### src/rtl/or_mux_rr_arbiter.sv
// Round-robin arbiter that shares one BIT-wide valid/ready channel among
// NUMBER_INPUT requesters through a one-hot select and an AND-OR data mux.
module or_mux_rr_arbiter #(
  parameter int BIT          = 29,
  parameter int NUMBER_INPUT = 16
) (
  input  logic                        clk,
  input  logic                        rst_n,
  input  logic [NUMBER_INPUT-1:0]     req,
  input  logic [NUMBER_INPUT*BIT-1:0] IN,
  input  logic                        out_ready,
  output logic [BIT-1:0]              out,
  output logic                        out_valid,
  output logic [NUMBER_INPUT-1:0]     sel,
  output logic [NUMBER_INPUT-1:0]     ack
);

  localparam int N  = NUMBER_INPUT;
  localparam int PW = $clog2(N);

  typedef enum logic {IDLE, BUSY} state_t;

  state_t          state_q, state_d;
  logic [PW-1:0]   ptr_q, ptr_d, owner, ptr_eff;
  logic [N-1:0]    sel_q, sel_d, elig, win_oh;
  logic [BIT-1:0]  out_q, out_d, win_data;
  logic            vld_q, vld_d;
  logic            accept, found;

  assign accept = vld_q & out_ready;
  // rst_n is active-high; no acknowledge may escape while it is applied
  assign ack    = rst_n ? '0 : (sel_q & {N{accept}});

  always_comb begin
    owner = '0;
    for (int i = 0; i < N; i++)
      if (sel_q[i]) owner = PW'(i);
  end

  // On accept the search restarts just past the owner, with the owner masked out
  assign ptr_eff = accept ? ((owner == PW'(N-1)) ? '0 : owner + PW'(1)) : ptr_q;
  assign elig    = req & ~(accept ? sel_q : '0);

  always_comb begin
    logic [PW:0] j;
    found  = 1'b0;
    win_oh = '0;
    j      = '0;
    for (int i = 0; i < N; i++) begin
      j = {1'b0, ptr_eff} + (PW+1)'(i);
      if (j >= (PW+1)'(N)) j = j - (PW+1)'(N);
      if (!found && elig[j[PW-1:0]]) begin
        found              = 1'b1;
        win_oh[j[PW-1:0]]  = 1'b1;
      end
    end
  end

  always_comb begin
    win_data = '0;
    for (int i = 0; i < N; i++)
      win_data = win_data | (IN[i*BIT +: BIT] & {BIT{win_oh[i]}});
  end

  always_ff @(posedge clk) begin
    if (rst_n) begin
      state_q <= IDLE;
      ptr_q   <= '0;
      sel_q   <= '0;
      out_q   <= '0;
      vld_q   <= 1'b0;
    end else begin
      state_q <= state_d;
      ptr_q   <= ptr_d;
      sel_q   <= sel_d;
      out_q   <= out_d;
      vld_q   <= vld_d;
    end
  end

  always_comb begin
    state_d = state_q;
    case (state_q)
      IDLE:    if (found) state_d = BUSY;
      BUSY:    if (accept && !found) state_d = IDLE;
      default: state_d = IDLE;
    endcase
  end

  always_comb begin
    ptr_d = ptr_q;
    sel_d = sel_q;
    out_d = out_q;
    vld_d = vld_q;
    case (state_q)
      IDLE: begin
        if (found) begin
          sel_d = win_oh;
          out_d = win_data;
          vld_d = 1'b1;
        end
      end
      BUSY: begin
        if (accept) begin
          ptr_d = ptr_eff;
          if (found) begin
            sel_d = win_oh;
            out_d = win_data;
          end else begin
            sel_d = '0;
            vld_d = 1'b0;
          end
        end
      end
      default: ;
    endcase
  end

  assign out       = out_q;
  assign out_valid = vld_q;
  assign sel       = sel_q;

endmodule

### config.mk
export PLATFORM = sky130hd
export DESIGN_NAME = or_mux_rr_arbiter
export DESIGN_NICKNAME = d
export VERILOG_FILES = /design/src/rtl/or_mux_rr_arbiter.sv
export SDC_FILE = /design/constraint.sdc
export NUM_CORES = 1
export LEC_CHECK = 0
export ABC_AREA = 0
export CAP_MARGIN = 20
export CORE_AREA = 2 2 210 212
export CTS_CLUSTER_DIAMETER = 80
export CTS_CLUSTER_SIZE = 24
export DETAILED_ROUTE_END_ITERATION = 16
export DIE_AREA = 0 0 212 214
export DONT_BUFFER_PORTS = 1
export GPL_ROUTABILITY_DRIVEN = 0
export PLACE_DENSITY = 0.36
export SYNTH_ARGS = -nofsm -noshare
export SYNTH_HDL_FRONTEND = slang
export SYNTH_SLANG_ARGS = --single-unit
export TNS_END_PERCENT = 30
### constraint.sdc
create_clock -name clk -period 6.24 [get_ports clk]
set_input_delay 1.248 -clock clk [delete_from_list [all_inputs] [get_ports clk]]
set_output_delay 1.248 -clock clk [all_outputs]
set_load 0.02 [all_outputs]
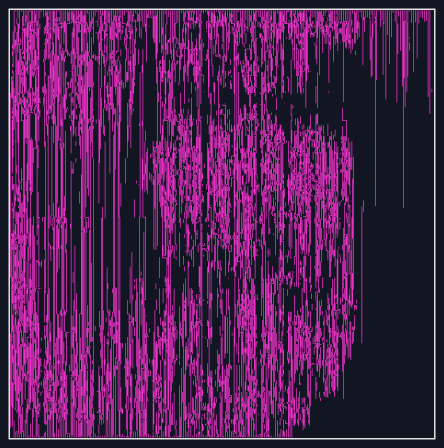
**Above:** M2 wires.
Scale: 2 px per um.
main direction	vertical
wire length on this layer	36.5 mm

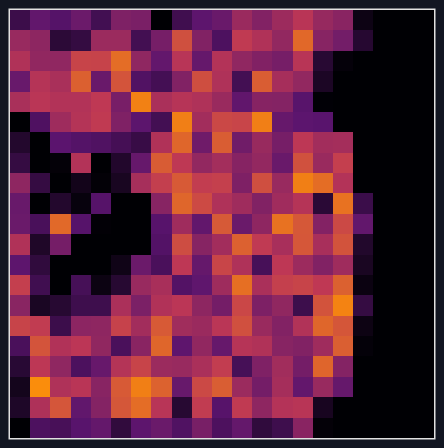
**Above:** cell density map.
Scale: 2 px per um. The die is cut into 21 by 21 equal tiles; black is low, pale yellow is high, 0 to 100% covered.
fullest tile	75%
nearly empty tiles	24%
mean over tiles	29%
densest ninth of the die	center
emptiest ninth of the die	north-east
tiles over 75% full	0.20%
fin util: 32.35%
fp_density: 22.93%

==> changes_impl.md <==
### Physical design

- CTS H-tree lvls: 2
- Power Dens Cells: 721.3 nW/um^2
- Cts repair resizes: 28
- Pint: 0.004598 W
- Ys Warns: 0
- First-pass GRT wire length: 109800 um
- Worst min-delay path category: register to register
- Post-route cell area: 13870 um^2
- Hold WS: 496.4 ps
- Cell count in the Yosys report: 1335
- Post-route minimum period: 6076 ps
- Root Buffer: clkbuf_16
- Clock Sinks: 51
- Initial antenna violation count: 54
- FMAX: 164.6 MHz
- Commonest Layout Cell: buf_4
- Met2 Wirelength: 36490 um
- Drt initial violations: 1936
- Final Max Slew Viols: 0
- Largest fanout on the critical path: 30
- Number of enable flip-flop cells: 0
- WL met1: 29960 um
- CTS Hold Bufs: 0
- Most frequent logic cells in the routed design: buf_4, nand2_1, nor2_1
- Post-CTS Setup Inserts: 3
- Crit share post-route: 97.37%
- CP arrival: 6330 ps
- Worst hold start: ptr_q[1]
- Mean number of vias per cell: 6.628
- Register bit total from synthesis: 51
- Detail Route Antenna Nets: 0
- Hold endpoint: ptr_q[1]
- Path depth of the worst reg2reg path: 29
- Fin. Hold Viols: 0
- Combinational share of power: 89.1%
- Gr ovfl total: 0
- Slew @ Worst Pin: 855.1 ps
- CP Class: register to register
- Syn avg cell area: 7.366 um^2
- Worst reg2reg startpoint: sel[5]
- Die Y: 214 um
- Setup violations, final: 0
- Crit-path slowest cell: a211oi_4
- Syn Std Cell Area: 9833 um^2
- Core Rows: 76
- Net Sw Power: 0.005410 W
- Ys async rst share: 0%
- Die area: 45370 um^2
- DR pass1 iterations: 6
- Vias post-DR: 14320
- Vias in the first global route: 13400
- Top Metal Used: met5
- Fraction of layout cells with a size suffix above 1: 32.14%
- Wirelength, routed: 81630 um
- Die X: 212 um
- Yosys Chip Area: 9833 um^2
- Dominant flop cell: dfxtp_1
- TritonCTS Buffers: 5
- Lkg Pwr: 5.081 nW
- Post-synth seq share: 10.38%
- Synth cell types: 92
- R2R Setup Slk: 160 ps
- Floorplan Nets: 1833
- Largest net degree at the start of global routing: 59
- Worst R2R End: out[9]
- Syn Inst Count: 1335
- HPWL Detailed: 68160 um
- Total Routing Usage GR: 34.30%
- Placement Cell Area: 12830 um^2
- CTS max path bufs: 2
- Area grow syn2layout: 41.10%
- WP data required: 6490 ps
- CP max stage delay: 460 ps
- Sw frac: 54.06%
- Rel. slew slack: 42.47%
- Core area: 42890 um^2
- Peak VDD IR: 0.3174 mV
- Critical path's most frequent cell: buf_4
- Worst hold stages: 2
- Startpoint Class: register
- Status: completed
- Critical path endpoint category: register
- Final net count: 2037
- Clock power share: 3.3%
- Drt wl/cell: 37.79 um
- Log Warnings: 36
- Start point of the critical path: sel[5]
- Port bufs: 0
- Seq pwr share: 7.6%
- Clk slew on worst S/H paths: 90 ps
- Top-Level Pins: 545
- Met3 WL: 8705 um
- Max Cap Violations: 0
- DRC viols: 0
- CTS tree: built
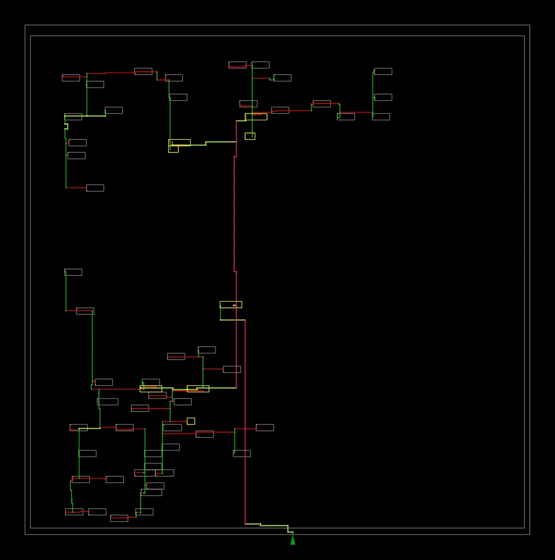
**Above:** clock wiring as the flow saved it.
Clock Skew: 14.32 ps
clkbuf count: 5
Latency at later pin: 330 ps
seq_cells: 51
clk pwr: 0.000330 W

## sequential cells by signal, summed over array words and instances, names as in the netlist
signal     count
state_q        1
out           29
ptr_q          4
out_valid      1
sel           16
## power by group through the flow
stage | Sequential (W) | Combinational (W) | Clock, W
detailed placement | 0.000757 | 0.00790 | 0
floorplan | 0.000635 | 0.00419 | 0
global placement | 0.000755 | 0.00793 | 0
CTS | 0.000748 | 0.00810 | 0.000335
global route | 0.000753 | 0.00926 | 0.000346
finish | 0.000757 | 0.00892 | 0.000330
## final cells by class
class | count | area, um^2
diodes | 35 | 87.58
clock buffers | 5 | 125.1
clock inverters | 3 | 31.28
fillers | 4638 | 29010
inverters | 25 | 96.34
multi-input cells | 1124 | 8891
flip-flops and latches | 51 | 1035
well taps | 585 | 732.0
repair buffers | 332 | 2877
## cells by family after synthesis
family | Yosys count | synth area share [%]
xor gates and xnor gates | 9 | 0.8017
adders and majority gates | 15 | 1.909
muxes | 28 | 4.161
AOI/OAI and AO/OA | 600 | 50.73
DFF | 51 | 10.38
and+or+nand+nor | 472 | 25.19
buffers and inverters | 160 | 6.820
## cell usage after synthesis, drive strengths merged (8+ instances only)
library cell    n  area [um^2]
o21bai         31        232.7
nand4          25        156.4
a32oi          14        122.6
a221oi          8        82.58
dfxtp          51         1021
nand2b          9        56.30
a21o            8        60.06
nand2         100        375.4
inv            25        93.84
mux2i          15        157.7
a22oi          21        157.7
a21boi         35        262.8
o32ai          11        96.34
ha             15        187.7
nor4           21        152.6
a222oi         29        290.3
mux4            9        202.7
a221o          62        620.6
xnor2           9        78.83
clkbuf         97        365.4
a22o           60        525.5
and2           27        168.9
and2b          15        112.6
a31oi          42        262.8
o2111ai        10        87.58
nand3          39        195.2
nor3           37        196.4
a211oi         16        145.1
and3           16        100.1
a21oi          42        210.2
a2111oi        68        799.5
nor2b          48        300.3
o21ai          50        250.2
o22ai          15        93.84
buf            38        211.5
nor2          100        377.9
o211ai         16        120.1
## worst max-delay path: cells and delay by family, from the launching register on
family / cells / cell delay, ps
AOI/OAI and AO/OA: 13 / 2830
buffers and inverters: 8 / 1290
and+or+nand+nor: 6 / 1100
DFF: 1 / 380
adders and majority gates: 2 / 350
## worst max path at each step
stage | slack (ps) | cells after the start | end
floorplan | 20 | 27 | out[0]
global placement | -460 | 27 | out[2]
detailed placement | -440 | 27 | out[28]
CTS | 2 | 24 | out[18]
global route | -5 | 31 | out[21]
finish | 160 | 29 | out[9]
## routing by layer
| layer | vias to the layer above | global-route usage, % |
|---|---|---|
| met4 | 22 | 25.89 |
| met2 | 1153 | 51.88 |
| met1 | 6957 | 41.35 |
| met3 | 261 | 9.075 |
| li1 | 5924 | - |
| met5 | - | 0 |
## through the flow
step	setup TNS, ps	worst slack, ps	util [%]	cells	total power, W
6_report	0	164.1	32.35	2160	0.01001
5_1_grt	-16.53	-5.346	32.33	2156	0.01036
4_1_cts	0	2.395	30.58	2111	0.009186
3_5_place_dp	-6066	-441.3	29.91	2100	0.008656
3_3_place_gp	-6634	-461.7	29.91	2100	0.008687
2_1_floorplan	0	17.46	-	1335	0.004827
Power figures rest on the tool's default switching activity, not on a simulated workload.
